--- src/rtl/seg_scan_ctrl.sv ---
// rtl/seg_scan_ctrl.sv - four-digit multiplexed 7-segment scanner with frame-aligned load handshake
// Optional SEG_LEADING_ZERO_BLANK_EN blanks leading-zero digits above digit 0.
module seg_scan_ctrl #(
    parameter int SCAN_DIV = 100000,
    parameter int CNT_W    = 17
) (
    input  logic        clk,
    input  logic        rst_n,
    input  logic        en,
    input  logic [15:0] data_in,
    input  logic        load,
    output logic        busy,
    output logic        ack,
    output logic [3:0]  an,
    output logic [6:0]  seg
);

    localparam logic [CNT_W-1:0] CNT_MAX = CNT_W'(SCAN_DIV - 1);

    logic [CNT_W-1:0] cnt;
    logic [1:0]       idx;
    logic [15:0]      shadow;
    logic [15:0]      pending;
    logic             tick;
    logic             frame_end;
    logic             blank;
    logic [3:0]       nibble;

    function automatic logic [6:0] hex_font(input logic [3:0] d);
        case (d)
            4'h0: hex_font = 7'b0000001;
            4'h1: hex_font = 7'b1001111;
            4'h2: hex_font = 7'b0010010;
            4'h3: hex_font = 7'b0000110;
            4'h4: hex_font = 7'b1001100;
            4'h5: hex_font = 7'b0100100;
            4'h6: hex_font = 7'b0100000;
            4'h7: hex_font = 7'b0001111;
            4'h8: hex_font = 7'b0000000;
            4'h9: hex_font = 7'b0000100;
            4'hA: hex_font = 7'b0001000;
            4'hB: hex_font = 7'b1100000;
            4'hC: hex_font = 7'b0110001;
            4'hD: hex_font = 7'b1000010;
            4'hE: hex_font = 7'b0110000;
            default: hex_font = 7'b0111000;
        endcase
    endfunction

    assign tick      = en && (cnt == CNT_MAX);
    assign frame_end = tick && (idx == 2'd3);
    assign nibble    = shadow[{idx, 2'b00} +: 4];

`ifdef SEG_LEADING_ZERO_BLANK_EN
    // A digit is blank only when it and every more-significant nibble are zero.
    always_comb begin
        blank = 1'b0;
        case (idx)
            2'd1:    blank = (shadow[15:4] == 12'h000);
            2'd2:    blank = (shadow[15:8] == 8'h00);
            2'd3:    blank = (shadow[15:12] == 4'h0);
            default: blank = 1'b0;
        endcase
    end
`else
    assign blank = 1'b0;
`endif

    always_ff @(posedge clk or negedge rst_n) begin
        if (!rst_n) begin
            cnt     <= '0;
            idx     <= 2'd0;
            shadow  <= 16'h0000;
            pending <= 16'h0000;
            busy    <= 1'b0;
            ack     <= 1'b0;
            an      <= 4'b1111;
            seg     <= 7'b1111111;
        end else begin
            ack <= 1'b0;
            if (en) begin
                cnt <= tick ? '0 : cnt + CNT_W'(1);
                if (tick) begin
                    idx <= idx + 2'd1;
                end
            end

            // Commit swaps the shadow only between frames so a digit never tears.
            if (busy) begin
                if (frame_end) begin
                    shadow <= pending;
                    busy   <= 1'b0;
                    ack    <= 1'b1;
                end
            end else if (load) begin
                pending <= data_in;
                busy    <= 1'b1;
            end

            if (!en || blank) begin
                an  <= 4'b1111;
                seg <= 7'b1111111;
            end else begin
                an  <= ~(4'b0001 << idx);
                seg <= hex_font(nibble);
            end
        end
    end

endmodule

--- config.mk ---
export PLATFORM = sky130hd
export DESIGN_NAME = seg_scan_ctrl
export DESIGN_NICKNAME = d
export VERILOG_FILES = /design/src/rtl/seg_scan_ctrl.sv
export SDC_FILE = /design/constraint.sdc
export NUM_CORES = 1
export LEC_CHECK = 0
export ABC_AREA = 1
export CAP_MARGIN = 40
export CORE_ASPECT_RATIO = 0.6
export CORE_MARGIN = 3
export CORE_UTILIZATION = 57
export CTS_CLUSTER_DIAMETER = 100
export DETAILED_ROUTE_END_ITERATION = 7
export HOLD_SLACK_MARGIN = 0.1
export PLACE_DENSITY = 0.77
export SLEW_MARGIN = 15
export SYNTH_ARGS = -nofsm -noshare
export SYNTH_HDL_FRONTEND = slang
export SYNTH_SLANG_ARGS = --single-unit
--- constraint.sdc ---
create_clock -name clk -period 1.94 [get_ports clk]
set_input_delay 0.291 -clock clk [delete_from_list [all_inputs] [get_ports clk]]
set_output_delay 0.291 -clock clk [all_outputs]
set_load 0.005 [all_outputs]
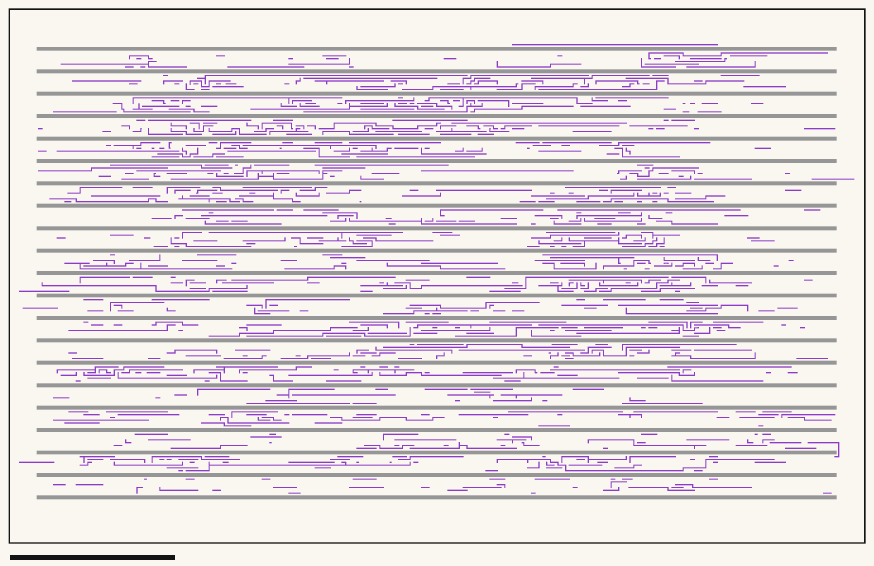
Fig. 1. Metal 1 (run 1).
Scale bar: 20 µm. Supply wires on this layer in grey.
The layer carries 3450 µm of wire. The longest straight run is 31.7 µm. The wires run mostly horizontal. The layer holds 50% of the routed length.

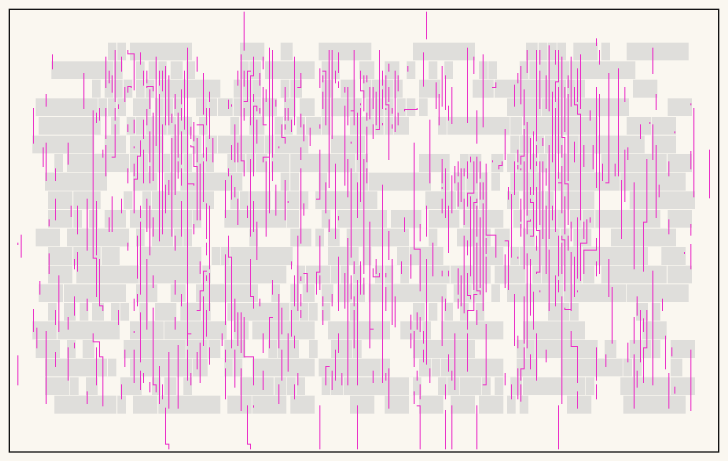
Fig. 2. Metal 2 (run 1).
The layer carries 2800 µm of wire. The layer holds 41% of the routed length. The longest straight run is 43.5 µm.
routing usage on met2: 34.4%
routed via count: 2573

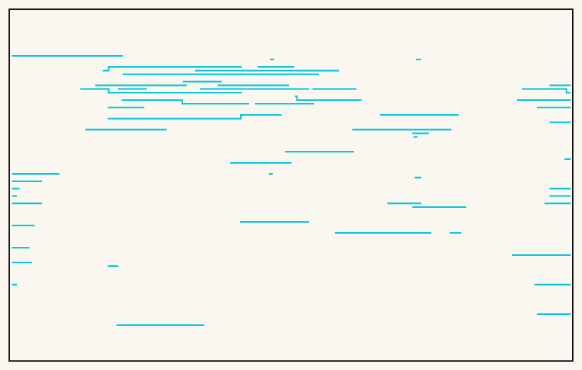
Fig. 3. M3 wires (run 1).
The wires run mostly horizontal. The longest straight run is 35.9 µm. The layer holds 7.9% of the routed length. The layer carries 539 µm of wire.

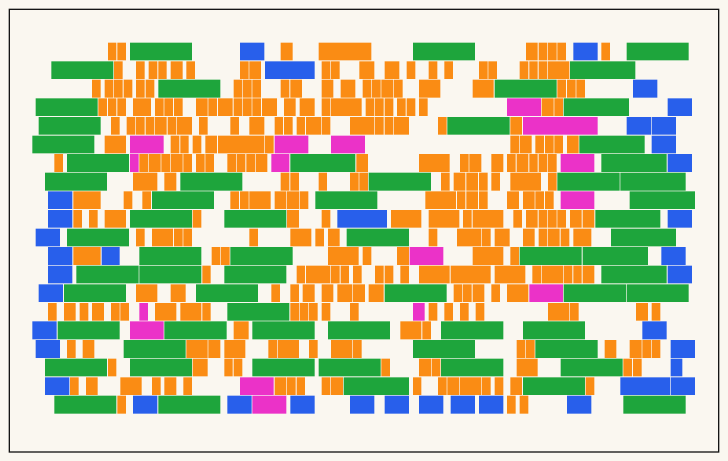
Fig. 4. Placement by cell class (run 1).
Key: clock drivers and dummy loads = magenta [cells 16, share of their area 5.3%]; flip-flops = green [cells 64, share of their area 43%]; other buffers and delay cells = blue [cells 37, share of their area 10%]; all other logic = orange [cells 311, share of their area 42%]

==> flow_metrics.py, run 1 <==
# Metrics from the implementation run
metrics = {
    "grt": {
        "grt_pass1_vias": 2579,
        "antenna_found_initial": 0,
        "gr-usage-all-layers_pct": 23.3,
        "grt_max_degree": 47,
    },
    "cells_and_area": {
        "layout_top_cell": "nand2_1",
        "n_antenna_cell": 0,
        "finish.instance_area_um2": 3880,
        "fin_nets": 454,
        "syn2layout_area_growth_pct": 19.3,
    },
    "critical_path": {
        "path_max_fanout": 12,
        "crit_family": "simple AND/OR/NAND/NOR gates",
        "rr_worst_depth": 10,
        "r2r-end": "seg[3]",
        "worst_setup_path_end_kind": "register",
        "cp.depth": 10,
        "r2r-start": "idx[0]",
        "crit_slowest_cell": "dfrtp_2",
        "reg2reg_slack_ps": 170,
        "crit_start": "idx[0]",
        "cp_common_cell": "nand2_1",
    },
    "clocking": {
        "worst_skew_pair.late_latency_ps": 340,
        "cts_tree": "built",
        "clock_sinks": 64,
        "cts_resized": 0,
        "ctsHoldBuffers": 1,
        "numCtsBuffers": 9,
    },
    "synth": {
        "muxShareOfSynthArea_pct": 0.692,
        "xor_share_pct": 1.88,
        "edf_count": 0,
        "yosysTopAreaCellShare_pct": 40.7,
        "synthesis.area_um2": 3260,
        "synth_flops": 64,
        "syn-num-nets": 415,
        "logic_family": "simple AND/OR/NAND/NOR gates",
        "synth_warnings": 0,
        "ys_async_sr_fraction_pct": 100,
        "synth_cells": 384,
        "ys_sh_aoi_pct": 8.37,
        "ys_seq_share_pct": 49.6,
        "ys_chip_area_um2": 3260,
        "yosysUniqueCellTypes": 32,
        "synth-simple-area-share_pct": 26.4,
        "top_cell": "nand2_1",
    },
    "place": {
        "dpl.hpwl_um": 4940,
        "gp_congestion": 0.922,
        "numPortBuffers": 32,
    },
    "route": {
        "wl_um": 6870,
        "routedWlPerCell_um": 13.6,
        "antenna_left": 0,
        "drc": 0,
        "first_iter_violations": 220,
        "drt_first_pass_iters": 4,
        "viasPerCell": 5.10,
    },
    "run": {
        "tool_warnings": 34,
    },
    "power_and_ir_drop": {
        "p_seq_share_pct": 49.7,
        "switching_share_pct": 27.8,
        "intPower_uw": 2300,
        "p_clk_uw": 1160,
        "p_sw_uw": 888,
        "vdd_drop_max_mv": 1.01,
        "pwr-share-clk_pct": 36.2,
        "p_comb_share_pct": 14.1,
    },
    "sta": {
        "fin_tns_setup_ps": 0,
        "worst_slack_ps": 173,
        "min_period_ps": 1770,
        "setup_viol": 0,
        "finalClockPeriodUsage_pct": 91.1,
        "max_slew_margin_pct": 71.7,
        "holdWs_ps": 416,
    },
    "worst_hold_path": {
        "hold_class": "primary input to asynchronous set/reset pin",
    },
    "floorplanning": {
        "ioPinCount": 33,
        "fp-row-count": 20,
        "fp_util_pct": 61.7,
        "die_y_um": 64.6,
        "core_um2": 5280,
    },
    "run_status": {
        "status": "finished, final reports clean",
    },
}
[run 1: state kept, by name (all words and copies together), names as in the netlist]
signal   cells
ack          1
an           4
busy         1
cnt         17
idx          2
pending     16
seg          7
shadow      16
[run 1: metal layers]
layer	vias to the layer above	GRT usage, %	share of wire [%]
li1	1279	-	-
met1	1196	32.8	50
met2	89	34.4	41
met3	9	6.87	7.8
met4	0	8.62	1.2
met5	-	0	0
[run 1: final cells by class]
cell class	count	area [µm²]	share of cell area (%)
clock inverters	3	42.5	1.10
clock buffers	13	159	4.09
repair buffers	37	393	10.1
well taps	77	96.3	2.48
flip-flops and latches	64	1620	41.6
inverters	58	220	5.67
multi-input cells	253	1360	34.9
==> run 1 -> run 2 <==
--- a/config.mk
+++ b/config.mk
@@ -11,9 +11,11 @@
 export CORE_MARGIN = 3
 export CORE_UTILIZATION = 57
 export CTS_CLUSTER_DIAMETER = 100
+export CTS_CLUSTER_SIZE = 24
 export DETAILED_ROUTE_END_ITERATION = 7
 export HOLD_SLACK_MARGIN = 0.1
-export PLACE_DENSITY = 0.77
+export PLACE_DENSITY = 0.8
+export SKIP_CTS_REPAIR_TIMING = 1
 export SLEW_MARGIN = 15
 export SYNTH_ARGS = -nofsm -noshare
 export SYNTH_HDL_FRONTEND = slang
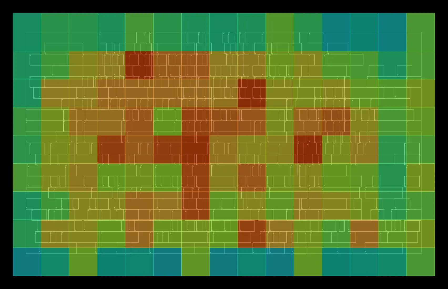
Fig. 5. Track usage over the die (run 2).
routing usage on met2: 31.4%
Core Util, Final: 73.5%

==> flow_metrics.py, run 2 <==
# Metrics from the implementation run
metrics = {
    "cells_and_area": {
        "clock_cell_area_share_pct": 4.64,
        "seqAreaFraction_pct": 41.6,
        "top_register": "cnt",
        "inverters": 58,
        "final-nonclk-buf-share_pct": 10.7,
        "buffers": 40,
        "finish.instance_area_um2": 3880,
        "syn2layout_area_growth_pct": 19.2,
        "comb_area_share_pct": 34.9,
        "comb_cells": 253,
    },
    "route": {
        "dr_wl_met3_um": 542,
        "wl_met2_um": 2790,
        "top_layer": "met4",
        "drt_first_pass_iters": 5,
    },
    "synth": {
        "muxShareOfSynthArea_pct": 0.692,
        "yosysUniqueCellTypes": 32,
        "ys_seq_share_pct": 49.6,
        "ys_sh_aoi_pct": 8.37,
        "yosysTopAreaCellShare_pct": 40.7,
        "xor_share_pct": 1.88,
        "ys_chip_area_um2": 3260,
        "logic_family": "simple AND/OR/NAND/NOR gates",
        "synth_cells": 384,
        "synthesis.area_um2": 3260,
    },
    "power_and_ir_drop": {
        "intPower_uw": 2230,
        "p_comb_share_pct": 14.5,
    },
    "critical_path": {
        "path_max_fanout": 7,
        "rr_worst_depth": 10,
        "crit_family": "simple AND/OR/NAND/NOR gates",
    },
    "grt": {
        "grtUsageMet3_pct": 6.57,
        "grt_pass1_vias": 2426,
        "use_met1_pct": 31.3,
        "grt.busiest_layer": "met2",
        "grt_max_degree": 65,
    },
    "floorplanning": {
        "die_y_um": 64.6,
        "fp-row-count": 20,
        "core_um2": 5280,
    },
    "run": {
        "tool_warnings": 34,
    },
    "clocking": {
        "numCtsBuffers": 9,
        "clock_sinks": 64,
    },
    "run_status": {
        "status": "finished, final reports clean",
    },
    "sta": {
        "fin_tns_setup_ps": 0,
    },
    "worst_hold_path": {
        "hold_class": "primary input to asynchronous set/reset pin",
    },
}
run 2: netlist changes by cell type in the layout (fill, tap and decap cells not counted), sizes merged:
cell	delta
clkinvlp	-1
clkbuf	-1
clkinv	+2
buf	+3
run 2: worst min-delay path by stage:
stage | startpoint | endpoint | depth (start not counted)
2_1_floorplan | rst_n | ack | 0
3_3_place_gp | rst_n | pending[6] | 2
3_5_place_dp | rst_n | pending[5] | 2
4_1_cts | rst_n | pending[5] | 2
5_1_grt | rst_n | pending[7] | 3
6_report | rst_n | pending[5] | 3
run 2: through the flow:
step                      power [µW]  cells  hold slack (ps)
final                           3120    508              485
after global placement          2030    491              324
after floorplan                 1860    384            -4.59
after global routing            3280    508              510
after detailed placement        2050    491              324
after CTS                       3120    507            -50.2
==> run 2 -> run 3 <==
--- a/config.mk
+++ b/config.mk
@@ -8,7 +8,7 @@
 export ABC_AREA = 1
 export CAP_MARGIN = 40
 export CORE_ASPECT_RATIO = 0.6
-export CORE_MARGIN = 3
+export CORE_MARGIN = 2
 export CORE_UTILIZATION = 57
 export CTS_CLUSTER_DIAMETER = 100
 export CTS_CLUSTER_SIZE = 24
==> constraint.sdc (replaced) <==
create_clock -name clk -period 1.94 [get_ports clk]
set_input_delay 0.388 -clock clk [delete_from_list [all_inputs] [get_ports clk]]
set_output_delay 0.388 -clock clk [all_outputs]
set_load 0.005 [all_outputs]
==> flow_metrics.py, run 3 <==
# Metrics from the implementation run
metrics = {
    "cells_and_area": {
        "comb_cells": 253,
        "clock_cell_area_share_pct": 5.79,
        "n_antenna_cell": 0,
        "seqAreaFraction_pct": 40.9,
        "fin_util_pct": 71.3,
        "buffers": 42,
        "top_register": "cnt",
        "inverters": 58,
        "final-nonclk-buf-share_pct": 10.9,
    },
    "synth": {
        "muxShareOfSynthArea_pct": 0.692,
        "yosysUniqueCellTypes": 32,
        "synth_cells": 384,
        "ys_chip_area_um2": 3260,
        "area_leaders": "dfrtp_1, nand2_1, dfstp_2, inv_1, nand3_1",
        "ys_sh_aoi_pct": 8.37,
        "xor_share_pct": 1.88,
        "synthesis.area_um2": 3260,
        "logic_family": "simple AND/OR/NAND/NOR gates",
        "ys_seq_share_pct": 49.6,
        "ys_sh_adder_pct": 4.23,
    },
    "clocking": {
        "clock_sinks": 64,
        "numCtsBuffers": 9,
        "clk_pin_slew_ps": 70,
    },
    "run": {
        "tool_warnings": 34,
    },
    "worst_hold_path": {
        "hold_path_end": "shadow[4]",
        "hold_class": "register to register",
        "min_from": "shadow[4]",
        "hold_depth": 2,
    },
    "grt": {
        "grt_pass1_vias": 2444,
        "grt.busiest_layer": "met1",
        "grt_max_degree": 65,
        "grtUsageMet3_pct": 10.7,
        "use_met1_pct": 35.6,
    },
    "route": {
        "drt_first_pass_iters": 4,
        "dr_wl_met3_um": 538,
        "wl_met2_um": 2900,
        "top_layer": "met4",
    },
    "floorplanning": {
        "fp-row-count": 21,
        "die_w_um": 102,
        "die_y_um": 62.6,
    },
    "critical_path": {
        "rr_worst_depth": 9,
        "r2r-start": "idx[0]",
        "path_max_fanout": 6,
        "crit_slowest_cell": "dfrtp_1",
    },
    "run_status": {
        "status": "finished, final reports clean",
    },
    "sta": {
        "holdWs_ps": 487,
    },
}
run 3: cell counts after synthesis:
No cell type changed its count.
run 3: where the power goes:
| group | switching [µW] | internal, µW | leakage (µW) |
|---|---|---|---|
| clock network | 541 | 764 | 0.000117 |
| logic | 258 | 188 | 0.00118 |
| registers | 134 | 1450 | 0.000745 |
run 3: worst max-delay path: cells and delay by family (launching register included):
kind	cells	cell delay (ps)
AND/OR/NAND/NOR	4	420
AND-OR/OR-AND	1	210
adder cells (fa/ha/maj)	1	260
flip-flops	1	450
buffers and inverters	3	360
run 3: per-stage QoR:
| step | cells | total power [µW] |
|---|---|---|
| global placement | 496 | 2020 |
| CTS | 512 | 3340 |
| detailed placement | 496 | 2040 |
| global route | 513 | 3510 |
| finish | 513 | 3340 |
| floorplan | 384 | 1860 |
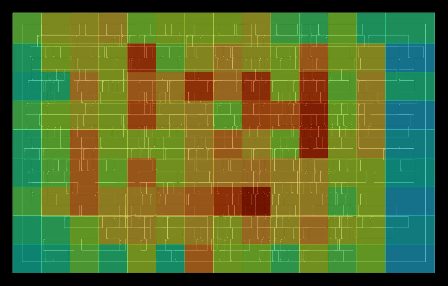
Fig. 6. Track usage over the die (run 3).
total global-route track usage: 24.4%
routing usage on met2: 33.5%
wire per inst: 13.2 µm

Power figures rest on the tool's default switching activity, not on a simulated workload.
